--- config.mk ---
export PLATFORM = sky130hd
export DESIGN_NAME = vend_ctrl
export DESIGN_NICKNAME = d
export VERILOG_FILES = /design/src/rtl/vend_ctrl.sv
export SDC_FILE = /design/constraint.sdc
export NUM_CORES = 1
export LEC_CHECK = 0
export CORE_MARGIN = 3
export CORE_UTILIZATION = 34
export DETAILED_ROUTE_END_ITERATION = 7
export PLACE_DENSITY = 0.55
export SETUP_SLACK_MARGIN = 0.5
export SYNTH_ARGS = -nofsm -noshare
export SYNTH_HDL_FRONTEND = slang
export SYNTH_SLANG_ARGS = --single-unit
--- constraint.sdc ---
create_clock -name CLK -period 4.96 [get_ports CLK]
set_input_delay 0.744 -clock CLK [delete_from_list [all_inputs] [get_ports CLK]]
set_output_delay 0.744 -clock CLK [all_outputs]
set_load 0.02 [all_outputs]
--- src/rtl/vend_ctrl.sv ---
// Credit-and-dispense sequencer: accepts coins, authorises one vend per purchase,
// then pays change or a refund one coin per cycle.
module vend_ctrl #(
    parameter int PRICE      = 15,
    parameter int MAX_CREDIT = 40,
    parameter int CREDIT_W   = 6
) (
    input  logic                CLK,
    input  logic                CLR,
    input  logic                coin_valid,
    input  logic [1:0]          coin_code,
    input  logic                select,
    input  logic                cancel,
    output logic [CREDIT_W-1:0] credit,
    output logic                dispense,
    output logic                change_valid,
    output logic [1:0]          change_code,
    output logic                coin_reject,
    output logic                deny,
    output logic                busy
);

    typedef enum logic [1:0] {
        ST_IDLE    = 2'b00,
        ST_COLLECT = 2'b01,
        ST_VEND    = 2'b10,
        ST_CHANGE  = 2'b11
    } state_t;

    localparam logic [CREDIT_W-1:0] PRICE_C  = CREDIT_W'(PRICE);
    localparam logic [CREDIT_W:0]   MAX_C    = (CREDIT_W+1)'(MAX_CREDIT);
    localparam logic [CREDIT_W-1:0] DIME_C   = CREDIT_W'(10);
    localparam logic [CREDIT_W-1:0] NICKEL_C = CREDIT_W'(5);

    function automatic logic [CREDIT_W-1:0] coin_value(input logic [1:0] code);
        case (code)
            2'b01:   coin_value = CREDIT_W'(5);
            2'b10:   coin_value = CREDIT_W'(10);
            2'b11:   coin_value = CREDIT_W'(25);
            default: coin_value = '0;
        endcase
    endfunction

    state_t              state_r, state_nxt_s;
    logic [CREDIT_W-1:0] credit_r, credit_nxt_s;
    logic [CREDIT_W-1:0] coin_val_s, eject_s;
    logic [CREDIT_W:0]   sum_s;
    logic                reject_nxt_s, deny_nxt_s;
    logic                dispense_nxt_s, change_valid_nxt_s, busy_nxt_s;
    logic [1:0]          change_code_nxt_s;
    logic                dispense_r, change_valid_r, coin_reject_r, deny_r, busy_r;
    logic [1:0]          change_code_r;

    // Next-state, next-credit and pulse decode; outputs are precomputed from the next state
    always_comb begin
        state_nxt_s  = state_r;
        credit_nxt_s = credit_r;
        reject_nxt_s = 1'b0;
        deny_nxt_s   = 1'b0;
        coin_val_s   = coin_value(coin_code);
        sum_s        = {1'b0, credit_r} + {1'b0, coin_val_s};
        eject_s      = (credit_r >= DIME_C) ? DIME_C : NICKEL_C;
        case (state_r)
            ST_IDLE, ST_COLLECT: begin
                if (cancel && (credit_r != '0)) begin
                    state_nxt_s  = ST_CHANGE;
                    reject_nxt_s = coin_valid;
                end else if (select && (credit_r >= PRICE_C)) begin
                    credit_nxt_s = credit_r - PRICE_C;
                    state_nxt_s  = ST_VEND;
                    reject_nxt_s = coin_valid;
                end else begin
                    deny_nxt_s = select;
                    if (coin_valid && (coin_val_s != '0) && (sum_s <= MAX_C)) begin
                        credit_nxt_s = sum_s[CREDIT_W-1:0];
                        state_nxt_s  = ST_COLLECT;
                    end else begin
                        reject_nxt_s = coin_valid;
                    end
                end
            end
            ST_VEND: begin
                reject_nxt_s = coin_valid;
                if (credit_r != '0) begin
                    state_nxt_s = ST_CHANGE;
                end else begin
                    state_nxt_s = ST_IDLE;
                end
            end
            ST_CHANGE: begin
                reject_nxt_s = coin_valid;
                credit_nxt_s = credit_r - eject_s;
                if (credit_r == eject_s) begin
                    state_nxt_s = ST_IDLE;
                end else begin
                    state_nxt_s = ST_CHANGE;
                end
            end
            default: begin
                state_nxt_s  = ST_IDLE;
                credit_nxt_s = '0;
            end
        endcase
        dispense_nxt_s     = (state_nxt_s == ST_VEND);
        change_valid_nxt_s = (state_nxt_s == ST_CHANGE);
        if (change_valid_nxt_s) begin
            change_code_nxt_s = (credit_nxt_s >= DIME_C) ? 2'b10 : 2'b01;
        end else begin
            change_code_nxt_s = 2'b00;
        end
        busy_nxt_s = dispense_nxt_s | change_valid_nxt_s;
    end

    // State, credit and registered output bank
    always_ff @(posedge CLK or posedge CLR) begin
        if (CLR) begin
            state_r        <= ST_IDLE;
            credit_r       <= '0;
            dispense_r     <= 1'b0;
            change_valid_r <= 1'b0;
            change_code_r  <= 2'b00;
            coin_reject_r  <= 1'b0;
            deny_r         <= 1'b0;
            busy_r         <= 1'b0;
        end else begin
            state_r        <= state_nxt_s;
            credit_r       <= credit_nxt_s;
            dispense_r     <= dispense_nxt_s;
            change_valid_r <= change_valid_nxt_s;
            change_code_r  <= change_code_nxt_s;
            coin_reject_r  <= reject_nxt_s;
            deny_r         <= deny_nxt_s;
            busy_r         <= busy_nxt_s;
        end
    end

    assign credit       = credit_r;
    assign dispense     = dispense_r;
    assign change_valid = change_valid_r;
    assign change_code  = change_code_r;
    assign coin_reject  = coin_reject_r;
    assign deny         = deny_r;
    assign busy         = busy_r;

endmodule

class_map.png
The bar under the picture is 20 um long. Fill, decap, tap and diode cells in grey.
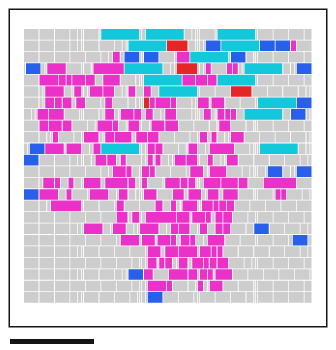
Key: remaining buffers and delay cells = blue [cells 19]; sequential cells = cyan [cells 15]; remaining logic cells = magenta [cells 165]; clock drivers and dummy loads = red [cells 4]
post-layout instance area: 1880 um2
Layout Utilization: 42.0%
Seq/total area: 20.0%

gates.png
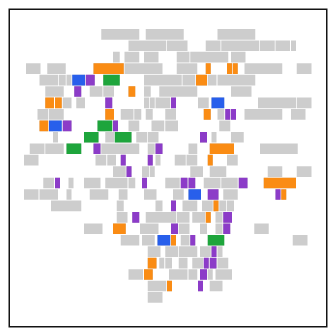
Key: xor and xnor cells = blue [cells 5]; nor cells = orange [cells 22]; nand cells = purple [cells 32]; mux cells = green [cells 6]
most frequent logic cell in the layout: clkdlybuf4s50_1
final non-filler cell total: 255
combinational fraction of the cell area: 61.7%

==> impl_metrics.toml <==
# flow metrics
[drt]
wl_um = 4460
drtAntennaViolNets = 0
vias = 1493

[clock_tree]
clockBufferDepth = 2
cts_root_buf = "clkbuf_8"

[layout]
num_antenna_cells = 0
seq_area_um2 = 375
logic_area_um2 = 1160
inv_count = 12
nonClkBufAreaFrac_pct = 10.1
nets = 225

[yosys]
ys_dominant_reg_cell = "dfrtp_1"
yosys_register_bits = 15
synth_area_um2 = 1630
ys_seq_share_pct = 23.1
top_cells_by_area = "dfrtp_1 (23%), ha_1 (9.2%), nand3_1 (3.7%)"

[setup_path]
cp-end-kind = "flop"
critPathMaxStageDelay_ns = 0.48
arrival_ns = 3.68
cp_slowest_cell = "clkdlybuf4s50_1"
path_buffers = 1
worst-path-max-fanout = 8
crit_type = "input pin to flop"

[run_status]
outcome = "finished clean"

[sta]
drv_slew = 0
grt_setup_unrepaired = "no"
finalHoldViolCount = 0
tightest_slew_ns = 0.683

[pwr]
p_per_area_nw_per_um2 = 783
total_power_uw = 1470
p_leak_uw = 0.000790
clock_power_share_pct = 6.7

[worst_hold_path]
hold_path_depth = 3
hp-class = "flop to flop"

[floorplanning]
dieHeight_um = 75.1
fp-row-count = 24
coreArea_um2 = 4470

[grt]
overflow = 0

[placement]
dpl_cell_area_um2 = 1840
[path summary, 6_finish.rpt]
kind	startpoint	endpoint	slack (ns)
max in group asynchronous	CLR	credit[3]$_DFF_PP0_	3.74
min in group asynchronous	CLR	change_code[0]$_DFF_PP0_	0.85
max reg2reg	credit[0]$_DFF_PP0_	change_code[0]$_DFF_PP0_	1.71
max	coin_code[0]	change_code[1]$_DFF_PP0_	1.42
min reg2reg	credit[0]$_DFF_PP0_	credit[0]$_DFF_PP0_	0.83
min	credit[0]$_DFF_PP0_	credit[0]$_DFF_PP0_	0.83
[worst min-delay path: stages, from the launching register on]
cell	delay, ns
dfrtp_1	0.48
nand2_1	0.10
o22a_1	0.11
and2_1	0.11
[power groups by stage]
stage | registers (uW) | clock network, uW | logic, uW
after floorplan | 262 | 0 | 822
after global placement | 288 | 0 | 1070
after detailed placement | 291 | 0 | 1070
after CTS | 289 | 101 | 1080
after global routing | 299 | 107 | 1200
final | 289 | 98.4 | 1080
[synthesized netlist by cell type (4+ instances only)]
| library cell | instances |
|---|---|
| inv_1 | 12 |
| dfrtp_1 | 15 |
| nand2_1 | 15 |
| clkbuf_1 | 4 |
| o211ai_1 | 4 |
| o21ai_0 | 10 |
| a21oi_1 | 7 |
| ha_1 | 12 |
| o21a_1 | 5 |
| xnor2_1 | 4 |
| nor2_1 | 9 |
| nand3_1 | 12 |
| nor2b_1 | 4 |
[cell families after synthesis]
logic type | share of synthesized area [%]
muxes | 3.93
AOI/OAI and AO/OA | 28.7
and+or+nand+nor | 24.3
adders and majority gates | 11.7
xor gates and xnor gates | 2.69
buffers and inverters | 5.54
DFF | 23.1
[layer usage]
metal / up-vias / track usage, %
met4: 0 / 4.47
li1: 732 / -
met3: 4 / 3.47
met5: - / 0
met2: 54 / 25.6
met1: 703 / 24.1
